### config.mk
export PLATFORM = sky130hd
export DESIGN_NAME = pipeline_controller
export DESIGN_NICKNAME = d
export VERILOG_FILES = /design/src/rtl/pipeline_controller_pkg.sv /design/src/rtl/pipeline_controller_hazard_detect.sv /design/src/rtl/pipeline_controller.sv
export SDC_FILE = /design/constraint.sdc
export NUM_CORES = 1
export LEC_CHECK = 0
export ABC_CLOCK_PERIOD_IN_PS = 2550
export CAP_MARGIN = 30
export CORE_MARGIN = 2
export CORE_UTILIZATION = 41
export DETAILED_ROUTE_END_ITERATION = 16
export PLACE_DENSITY = 0.74
export SYNTH_ARGS = -nofsm -noshare
export SYNTH_HDL_FRONTEND = slang
export SYNTH_HIERARCHICAL = 1
export SYNTH_SLANG_ARGS = --single-unit
export TNS_END_PERCENT = 20
### constraint.sdc
create_clock -name clk -period 2.55 [get_ports clk]
set_clock_uncertainty 0.2 [all_clocks]
set_input_delay 0.51 -clock clk [delete_from_list [all_inputs] [get_ports clk]]
set_output_delay 0.51 -clock clk [all_outputs]
set_load 0.01 [all_outputs]
### src/rtl/pipeline_controller_pkg.sv
// Shared types for the pipeline controller.
// State encoding and register-index width.
package pipeline_controller_pkg;

  localparam int REG_W = 4;

  typedef enum logic [1:0] {
    RUN      = 2'd0,
    WAIT_MEM = 2'd1,
    FLUSH    = 2'd2
  } state_e;

endpackage

### src/rtl/pipeline_controller_hazard_detect.sv
// Combinational RAW hazard detection against EXE and MEM destinations.
// With forwarding only an EXE load can still cause a stall.
module hazard_detect
  import pipeline_controller_pkg::*;
#(
  parameter int FORWARD_EN = 0
) (
  input  logic [REG_W-1:0] id_rn,
  input  logic [REG_W-1:0] id_src2,
  input  logic             id_two_src,
  input  logic             id_one_src,
  input  logic [REG_W-1:0] exe_dest,
  input  logic [REG_W-1:0] mem_dest,
  input  logic             exe_wb_en,
  input  logic             mem_wb_en,
  input  logic             exe_mem_read,
  output logic             raw_hazard
);

  logic exe_hit;
  logic mem_hit;

  assign exe_hit = exe_wb_en &
    ((id_one_src & (id_rn == exe_dest)) |
     (id_two_src & (id_src2 == exe_dest)));

  assign mem_hit = mem_wb_en &
    ((id_one_src & (id_rn == mem_dest)) |
     (id_two_src & (id_src2 == mem_dest)));

  assign raw_hazard = (FORWARD_EN != 0)
    ? (exe_hit & exe_mem_read)
    : (exe_hit | mem_hit);

endmodule

### src/rtl/pipeline_controller.sv
// Pipeline controller: memory-wait FSM, branch flush and stall counting.
// Every output is forced low while reset is asserted.
module pipeline_controller
  import pipeline_controller_pkg::*;
#(
  parameter int FORWARD_EN  = 0,
  parameter int MEM_TIMEOUT = 15
) (
  input  logic             clk,
  input  logic             rst,
  input  logic [REG_W-1:0] id_rn,
  input  logic [REG_W-1:0] id_src2,
  input  logic             id_two_src,
  input  logic             id_one_src,
  input  logic [REG_W-1:0] exe_dest,
  input  logic [REG_W-1:0] mem_dest,
  input  logic             exe_wb_en,
  input  logic             mem_wb_en,
  input  logic             exe_mem_read,
  input  logic             branch_taken,
  input  logic             mem_req,
  input  logic             mem_ready,
  output logic             hazard,
  output logic             freeze_if,
  output logic             freeze_all,
  output logic             flush,
  output logic             mem_timeout,
  output logic [15:0]      stall_count
);

  localparam logic [8:0] TO_LIM = 9'(MEM_TIMEOUT);

  state_e      state_q, state_d;
  logic [7:0]  wait_q, wait_d;
  logic        br_q, br_d;
  logic        to_q;
  logic [15:0] cnt_q;

  logic raw;
  logic mem_stall;
  logic fa, fl, hz, fi, hit;

  hazard_detect #(
    .FORWARD_EN(FORWARD_EN)
  ) u_hd (
    .id_rn       (id_rn),
    .id_src2     (id_src2),
    .id_two_src  (id_two_src),
    .id_one_src  (id_one_src),
    .exe_dest    (exe_dest),
    .mem_dest    (mem_dest),
    .exe_wb_en   (exe_wb_en),
    .mem_wb_en   (mem_wb_en),
    .exe_mem_read(exe_mem_read),
    .raw_hazard  (raw)
  );

  always_comb begin
    mem_stall = mem_req & ~mem_ready;
    state_d   = state_q;
    fa        = 1'b0;
    unique case (state_q)
      RUN: begin
        fa = mem_stall;
        if (mem_stall)
          state_d = WAIT_MEM;
        else if (branch_taken | br_q)
          state_d = FLUSH;
      end
      WAIT_MEM: begin
        fa = 1'b1;
        if (mem_ready)
          state_d = RUN;
      end
      FLUSH:   state_d = RUN;
      default: state_d = RUN;
    endcase

    fl = (branch_taken | br_q) & ~fa;
    hz = raw & ~fl;
    fi = fa | hz;
    // A branch seen while frozen waits for the first unfrozen cycle.
    br_d = fa & (br_q | branch_taken);

    wait_d = wait_q;
    if (state_d == RUN)
      wait_d = 8'd0;
    else if (state_d == WAIT_MEM && wait_q != 8'hFF)
      wait_d = wait_q + 8'd1;

    hit = fa & (({1'b0, wait_q} + 9'd1) == TO_LIM);
  end

  always_ff @(posedge clk or negedge rst) begin
    if (!rst) begin
      state_q <= RUN;
      wait_q  <= 8'd0;
      br_q    <= 1'b0;
      to_q    <= 1'b0;
      cnt_q   <= 16'd0;
    end else begin
      state_q <= state_d;
      wait_q  <= wait_d;
      br_q    <= br_d;
      to_q    <= to_q | hit;
      if (fi && cnt_q != 16'hFFFF)
        cnt_q <= cnt_q + 16'd1;
    end
  end

  assign hazard      = rst & hz;
  assign freeze_if   = rst & fi;
  assign freeze_all  = rst & fa;
  assign flush       = rst & fl;
  assign mem_timeout = rst & (to_q | hit);
  assign stall_count = cnt_q;

endmodule

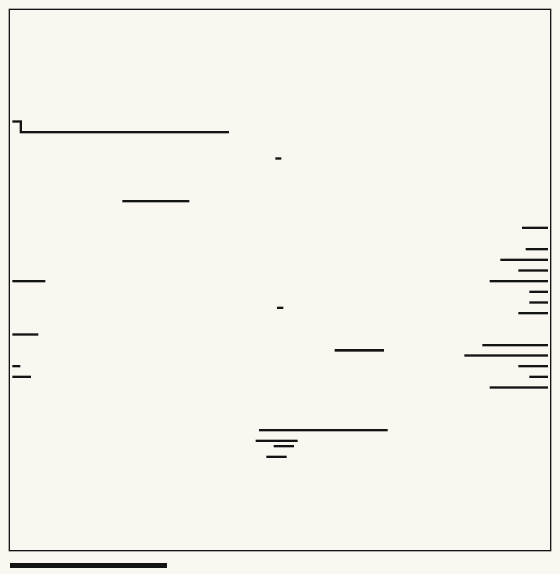
Figure 1: the metal 3 layer.
Bar = 20 um.
nets with wire on the layer: 25
share of all routed wire: 3.4%
wire length on this layer: 139 um
longest straight run: 26.4 um
main direction: horizontal
final WL: 4120 um
met3 Track Usage GR: 1.95%
Vias: 1537

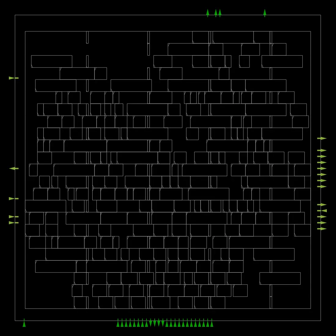
Figure 2: cell outlines without signal wires.
tapcell count: 50
Core ar.: 4030 sq um
flop share of the area: 27.5%

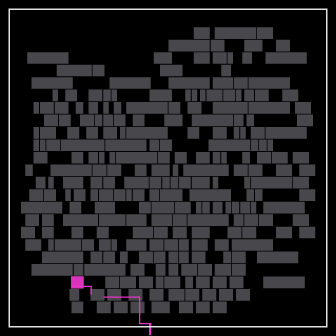
Figure 3: I/O nets highlighted.
legend:
  `flush`:
    color: magenta
    direction: output
    end_cells: 1
    wire: 21.9 um
Port Buffers: 45
IO Pins: 47

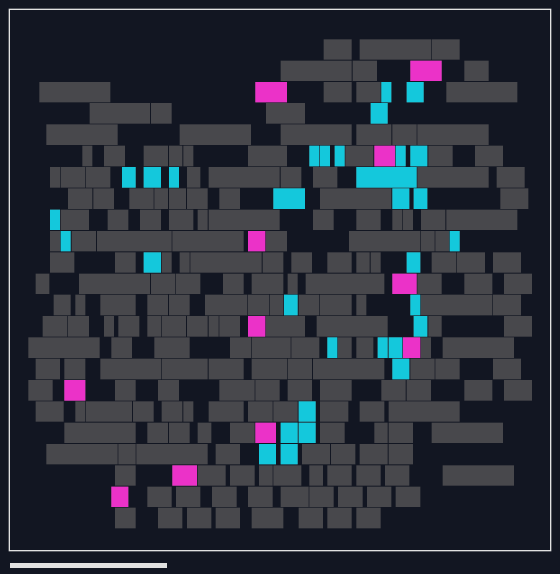
Figure 4: logic cells by family.
Bar = 20 um.
legend:
  NAND gates:
    color: cyan
    cells: 32
    most_used: nand2_1
  AND and OR gates:
    color: magenta
    cells: 11
non-filler cells, final: 297
combinational share of cell area: 42.8%
Commonest Layout Cell: dfrtp_1

==> reports/qor.csv <==
stage,metric,value,unit
worst_setup_path,cp_max_fo,2,
global_routing,grt-ovfl-total,0,
cells_and_area,lay_top_cells,"dfrtp_1, buf_4, clkdlybuf4s50_1",
worst_setup_path,required,1.84,ns
worst_setup_path,crit_chain,dlygate4sd2_1 -> xor2_1 -> nor3_1 -> nand4_1 -> nand4_1 -> o211a_1 -> or2_4 -> buf_6,
placement,dp.cells,288,
logic_synthesis,top_logic_kind,simple AND/OR/NAND/NOR gates,
logic_synthesis,xor_area_share,18.2,%
route,m1WireLength,1890,um
route,vias_per_cell,5.18,
logic_synthesis,edf_count,0,
cells_and_area,drive_above_1_share,22.7,%
worst_setup_path,path_buffers,2,
clock_tree,ctsHoldBuffers,0,
global_routing,top_usage_layer,met2,
flow_run,drv_cap,0,
floorplan,num_rows,23,
power_and_ir_drop,power_frac_comb,35.4,%
placement,gp_congestion,0.882,
logic_synthesis,syn_area,1730,sq um
sta,finalSetupViolCount,0,
power_and_ir_drop,finalPower,1.33,mW
cells_and_area,flop_area,701,sq um
cells_and_area,layout.nets,277,
cells_and_area,largestClassByArea,logic gates,
cells_and_area,buffers,71,
cells_and_area,fillCellCount,342,
logic_synthesis,numSynthFlops,28,
logic_synthesis,common_cells,"dfrtp_1, xor2_1, xnor2_1, nor2_1, nand2_1",
clock_tree,tritoncts,done,
logic_synthesis,simple_gate_area_share,27.8,%
worst_setup_path,reg2reg_to,wait_q[1]$_DFFE_PN0P_,
route,wl_met3,139,um
logic_synthesis,ys.flop_type,dfrtp_1,
sta,finalWorstSetupSlack,0.0522,ns
power_and_ir_drop,p_seq,0.579,mW
global_routing,grt_first_pass_wirelength,6810,um
power_and_ir_drop,seqPwrFrac,43.7,%
route,wl_per_cell,13.9,um
cells_and_area,finalInstanceArea,2550,sq um
run_status,outcome,"complete, no violations",
cells_and_area,logic_gates,141,
global_routing,antenna_found_initial,0,
logic_synthesis,ys_warn_count,6,
cells_and_area,nNonClkInverters,3,
logic_synthesis,synthArstFlopShare,100,%
